[config.mk]
export PLATFORM = sky130hd
export DESIGN_NAME = l2_port_arbiter
export DESIGN_NICKNAME = d
export VERILOG_FILES = /design/src/rtl/l2_port_arbiter_pkg.sv /design/src/rtl/l2_port_arbiter.sv
export SDC_FILE = /design/constraint.sdc
export NUM_CORES = 1
export LEC_CHECK = 0
export CORE_AREA = 2 2 119 121
export DETAILED_ROUTE_END_ITERATION = 16
export DIE_AREA = 0 0 121 123
export GPL_TIMING_DRIVEN = 0
export PLACE_DENSITY = 0.61
export RECOVER_POWER = 50
export REMOVE_ABC_BUFFERS = 1
export SLEW_MARGIN = 15
export SYNTH_ARGS = -nofsm -noshare
export SYNTH_HDL_FRONTEND = slang
export SYNTH_SLANG_ARGS = --single-unit
export TNS_END_PERCENT = 50
[constraint.sdc]
create_clock -name clk -period 2.5 [get_ports clk]
set_input_delay 0.625 -clock clk [delete_from_list [all_inputs] [get_ports clk]]
set_output_delay 0.625 -clock clk [all_outputs]
set_load 0.05 [all_outputs]
[src/rtl/l2_port_arbiter_pkg.sv]
// Shared types for the L2 request port: the memory operation carried by every request.
package l2_port_arbiter_pkg;

    typedef enum logic [1:0] {
        MEM_READ  = 2'd0,
        MEM_WRITE = 2'd1,
        MEM_FLUSH = 2'd2
    } memory_operation_e;

endpackage

[src/rtl/l2_port_arbiter.sv]
// Round-robin arbiter sharing one L2 port between icache and dcache, grant locked per transaction,
// with a sticky watchdog for granted transactions that stop receiving data.
module l2_port_arbiter
    import l2_port_arbiter_pkg::*;
#(
    parameter int XLEN           = 32,
    parameter int TIMEOUT_CYCLES = 1024
) (
    input  logic              clk,
    input  logic              reset,
    input  logic [XLEN-1:0]   ic_req_address,
    input  memory_operation_e ic_req_type,
    input  logic              ic_req_valid,
    input  logic [XLEN-1:0]   ic_word_to_store,
    output logic [XLEN-1:0]   ic_fetched_word,
    output logic              ic_fetched_word_valid,
    input  logic [XLEN-1:0]   dc_req_address,
    input  memory_operation_e dc_req_type,
    input  logic              dc_req_valid,
    input  logic [XLEN-1:0]   dc_word_to_store,
    output logic [XLEN-1:0]   dc_fetched_word,
    output logic              dc_fetched_word_valid,
    output logic [XLEN-1:0]   l2_req_address,
    output memory_operation_e l2_req_type,
    output logic              l2_req_valid,
    output logic [XLEN-1:0]   l2_word_to_store,
    input  logic [XLEN-1:0]   l2_fetched_word,
    input  logic              l2_fetched_word_valid,
    output logic              timeout_error
);

    localparam int            CW       = $clog2(TIMEOUT_CYCLES + 1);
    localparam logic [CW-1:0] WDOG_MAX = CW'(TIMEOUT_CYCLES);
    localparam logic          LAST_IC  = 1'b0;
    localparam logic          LAST_DC  = 1'b1;

    typedef enum logic [1:0] {
        IDLE,
        GRANT_IC,
        GRANT_DC
    } state_e;

    state_e        state_q, state_d;
    logic          last_grant_q, last_grant_d;
    logic [CW-1:0] wdog_q, wdog_d;
    logic          timeout_q, timeout_d;
    logic          entering_grant;

    // A released requester hands straight over to a waiting peer on the same edge.
    always_comb begin
        state_d      = state_q;
        last_grant_d = last_grant_q;
        case (state_q)
            IDLE: begin
                if (dc_req_valid && (!ic_req_valid || last_grant_q == LAST_IC)) begin
                    state_d = GRANT_DC;
                end else if (ic_req_valid) begin
                    state_d = GRANT_IC;
                end
            end
            GRANT_IC: begin
                if (!ic_req_valid) begin
                    last_grant_d = LAST_IC;
                    state_d      = dc_req_valid ? GRANT_DC : IDLE;
                end
            end
            GRANT_DC: begin
                if (!dc_req_valid) begin
                    last_grant_d = LAST_DC;
                    state_d      = ic_req_valid ? GRANT_IC : IDLE;
                end
            end
            default: state_d = IDLE;
        endcase
    end

    assign entering_grant = (state_d != state_q) && (state_d != IDLE);

    always_comb begin
        wdog_d = wdog_q;
        if (state_q == IDLE || entering_grant || l2_fetched_word_valid) begin
            wdog_d = '0;
        end else if (l2_req_valid && wdog_q != WDOG_MAX) begin
            wdog_d = wdog_q + CW'(1);
        end
        timeout_d = timeout_q | (wdog_d == WDOG_MAX);
    end

    always_ff @(posedge clk or posedge reset) begin
        if (reset) begin
            state_q      <= IDLE;
            last_grant_q <= LAST_IC;
            wdog_q       <= '0;
            timeout_q    <= 1'b0;
        end else begin
            state_q      <= state_d;
            last_grant_q <= last_grant_d;
            wdog_q       <= wdog_d;
            timeout_q    <= timeout_d;
        end
    end

    assign timeout_error = timeout_q;

    // Responses arriving while idle are routed to nobody and simply dropped.
    always_comb begin
        l2_req_address        = '0;
        l2_req_type           = MEM_READ;
        l2_req_valid          = 1'b0;
        l2_word_to_store      = '0;
        ic_fetched_word       = '0;
        ic_fetched_word_valid = 1'b0;
        dc_fetched_word       = '0;
        dc_fetched_word_valid = 1'b0;
        case (state_q)
            GRANT_IC: begin
                l2_req_address        = ic_req_address;
                l2_req_type           = ic_req_type;
                l2_req_valid          = ic_req_valid;
                l2_word_to_store      = ic_word_to_store;
                ic_fetched_word       = l2_fetched_word;
                ic_fetched_word_valid = l2_fetched_word_valid;
            end
            GRANT_DC: begin
                l2_req_address        = dc_req_address;
                l2_req_type           = dc_req_type;
                l2_req_valid          = dc_req_valid;
                l2_word_to_store      = dc_word_to_store;
                dc_fetched_word       = l2_fetched_word;
                dc_fetched_word_valid = l2_fetched_word_valid;
            end
            default: ;
        endcase
    end

endmodule
Met1 routing:
The bar under the picture is 20 um long. Supply wires on this layer in gray.
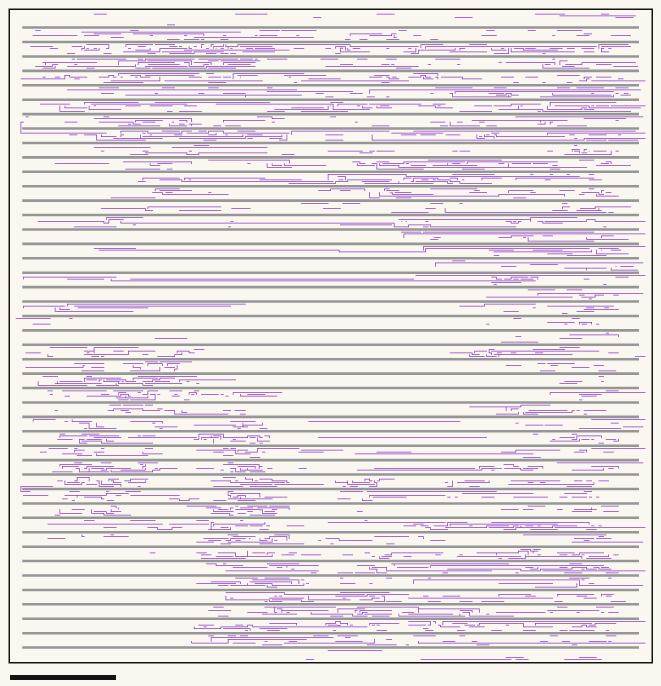
nets with wire on the layer	722
main direction	horizontal

Met2 routing:
Cells faint in the background.
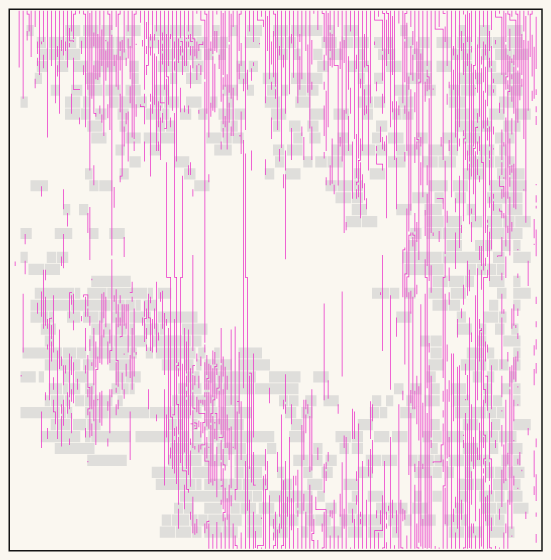
main direction	vertical
nets with wire on the layer	704

Metal 3:
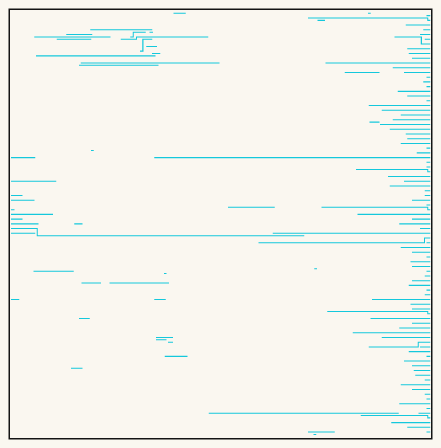
nets with wire on the layer	123
longest straight run	79.0 um
share of all routed wire	7.7%
wire length on this layer	1320 um
final WL: 17100 um
routed vias: 3832
met3 Usage GRT: 0.0443

Signal wires on met4:
The bar under the picture is 20 um long. Supply wires on this layer in gray.
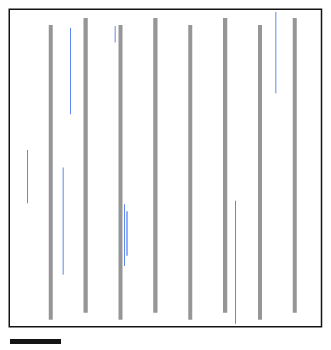
main direction	vertical
longest straight run	47.6 um
wire length on this layer	221 um
nets with wire on the layer	7

Congestion heat map:
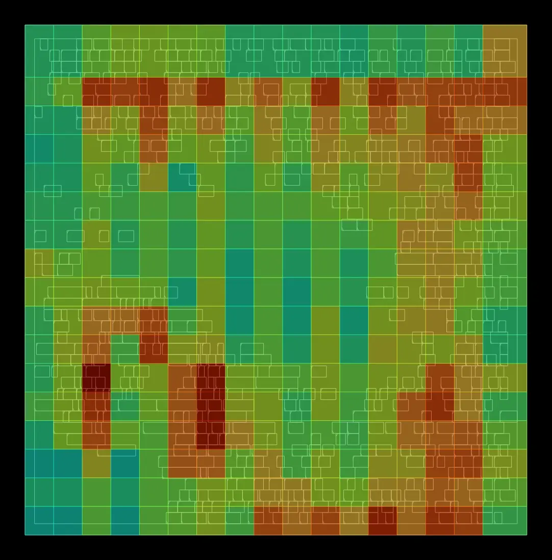
final core area utilization: 0.427
gr busiest metal: met2
M2 GR Usage: 0.351
Tot GR Track Use: 0.194
met1 GRT Util: 0.239

==> final timing paths <==
path	slack, ns	cells after the start	to
worst min register to register	0.49	1	timeout_error$_DFF_PP0_
worst max register to register	-0.02	10	timeout_error$_DFF_PP0_
min in group asynchronous	0.87	2	wdog_q[10]$_DFF_PP0_
max in group asynchronous	1.23	2	state_q[0]$_DFF_PP0_
worst min-delay path	0.49	1	timeout_error$_DFF_PP0_
worst max-delay path	-0.02	10	timeout_error$_DFF_PP0_
==> per-layer routing <==
layer  part of all wire  vias to the layer above  global-route usage
li1                   -                     1817                   -
met5            0.00076                        -                   0
met4              0.013                        2              0.0313
met2               0.51                      155               0.351
met3              0.077                       20              0.0443
met1               0.40                     1838               0.239
==> registers in the layout, summed over array words and instances (netlist names) <==
name	count
state_q	2
last_grant_q	1
timeout_error	1
wdog_q	11
==> worst reg2reg max path: cells and delay by family, from the launching register on <==
family / cells / cell delay [ns]
compound gates: 4 / 0.95
fa+ha+maj: 1 / 0.24
buf+inv: 3 / 0.60
flops: 1 / 0.46
simple gates: 2 / 0.15
==> cells in the final DEF, fill, tap and decap left out, drive strengths merged, types with 10 or more instances in the layout <==
master,instances
clkbuf,13
dfrtp,15
nor2b,69
a22oi,67
buf,119
clkdlybuf4s50,166
nor2,21
and2,67
xnor2,10
clkdlybuf4s15,21
==> final cells by class <==
| type | count | area [um2] |
|---|---|---|
| fill | 1380 | 7800 |
| timing repair buffer | 326 | 3030 |
| multi-input combinational | 296 | 2070 |
| sequential | 15 | 378 |
| tap | 180 | 225 |
| clock buffer | 4 | 78.8 |
| inverter | 7 | 31.3 |
| antenna | 1 | 2.50 |
==> repair_timing <==
item / CTS / global route
hold endpoints to repair: 0 / 0
gates cloned: 0 / 5
resized: 544 / 149
endpoints found under the setup margin: 145 / 138
setup buffers: 9 / 6
pin swaps: 2 / 2
==> logic make-up after synthesis <==
kind of cell,after synthesis,share of synthesized area
buffers and inverters,42,0.0655
adder cells (fa/ha/maj),6,0.0298
flip-flops,15,0.149
XOR/XNOR,13,0.0452
multiplexers,4,0.0159
AND-OR/OR-AND,87,0.259
AND/OR/NAND/NOR,186,0.436
==> synth_stat cells, drive strengths merged (4+ instances only) <==
master and n:
buf 5, nand2 8, nor2b 69, ha 6
dfrtp 15, mux2i 4, inv 7, a22oi 67
xnor2 10, nand3 4, and2 67, clkbuf 30
nor3 4, a21oi 5, nor2 21
==> through the flow <==
step / hold slack (ns) / utilization / setup slack [ns]
finish: 0.492 / 0.427 / -0.0237
global route: 0.524 / 0.427 / -0.141
CTS: 0.496 / 0.424 / -0.0155
detailed placement: 0.481 / 0.421 / -0.860
global placement: 0.469 / 0.414 / -3.74
floorplan: 0.502 / - / -2.02
==> where the power goes <==
group	switching (mW)	internal, mW
combinational	3.71	2.08
clock	0.0912	0.215
sequential	0.0449	0.269
==> results_slide.txt <==
Implementation Results

Place
  • Gpl congestion: 0.782
  • I/O Buffers: 302
  • DP HPWL: 12200 um
  • Post-Place Cells: 804

Worst setup path
  • Critical path origin: state_q[0]$_DFF_PP0_
  • Startpoint types: register
  • Crit-path cells: inv_4 > ha_4 > buf_8 > nand2_1 > o32ai_1 > o32ai_2 > o311ai_2 > buf_4 > nor2_2 > a41o_1
  • Slowest cell on crit path: dfrtp_2
  • WP data arrival: between 2 and 3 ns
  • Critical Path RT: 2.63 ns
  • Crit Path Category: reg2reg
  • CP bufs+invs: 3
  • Critical path's largest stage delay: approximately 0.46 ns
  • Worst R2R Start: state_q[0]$_DFF_PP0_

Synthesis
  • Post-synth EDFFs: 0
  • Yosys top cell by area: a22oi_1
  • Area share, top type: 0.197
  • Mapped Cells: 353
  • Synth cell types: 38
  • Register share after synthesis: 0.149
  • Ys flop type: dfrtp_1
  • Top cells by area, synth: a22oi_1, nor2b_1, and2_1
  • Avg Cell Area, Syn: 7.14 um2
  • Async SR Flop Fraction: 1.00
  • YS chip area: 0.00252 mm2
  • Synth Register Bits: 15
  • Syn. warnings: 0
  • Mapped Area: 0.00252 mm2

STA
  • Worst setup margin: -0.0237 ns
  • Max Slew Vio Count: 0
  • Slew @ Worst Pin: 0.561 ns
  • RSZ-0062 raised after global routing: yes
  • Tcrit/Tclk final: 1.01
  • Rel. slew slack: 0.622
  • FMAX: between 300 and 400 MHz
  • Crit path time final: 2.52 ns
  • Hold Fails Final Rpt: 0
  • # setup viols final: 1

Global route
  • Aggregate global routing overflow: 0
  • First-pass GRT wire length: 22100 um
  • Vias in the first global route: 3520
  • Largest net degree at the start of global routing: 60
  • Number of antenna violations at the first check in global routing: 1

Drt
  • Drt initial violations: roughly 180
  • Post-route ant nets: 0
  • TritonRoute pass-1 iters: 4
  • Vias per cell: 4.62

Floorplanning
  • Die width: about 120 um
  • Die Ht: 123 um
  • Chip area: between 0.01 and 0.015 mm2
  • Core Footprint: 0.0136 mm2

Finish
  • Syn-to-layout area delta: 131%
  • Final Cell Area: around 0.0058 mm2
  • Nets@finish: 824
  • Cell Count, Final, Fillers Out: 829
  • Share of cells above drive strength 1: 0.282

Flow run
  • Max-cap violations: 0
  • OpenROAD warnings: 31

Clock tree
  • CTS buffer count: 3
  • Max clock buf depth: 2
  • CTS Root Cell: clkbuf_16
  • Clock slew at reported path FFs: about 0.050 ns
  • H-tree depth: 1
  • Clk_lat worst skew: 0.24 ns
  • TritonCTS clock tree: built
  • Hold_buf cts: 0

Run status
  • Status: complete, but fails checks
  • Violations in the final reports: negative setup slack

Hold path
  • Worst hold start: timeout_error$_DFF_PP0_

Pwr
  • Final Power: 6.41 mW
  • Max VDD drop: 502 uV
  • PD cells: about 1100 mW/mm2
Power and IR drop assume default switching activity.
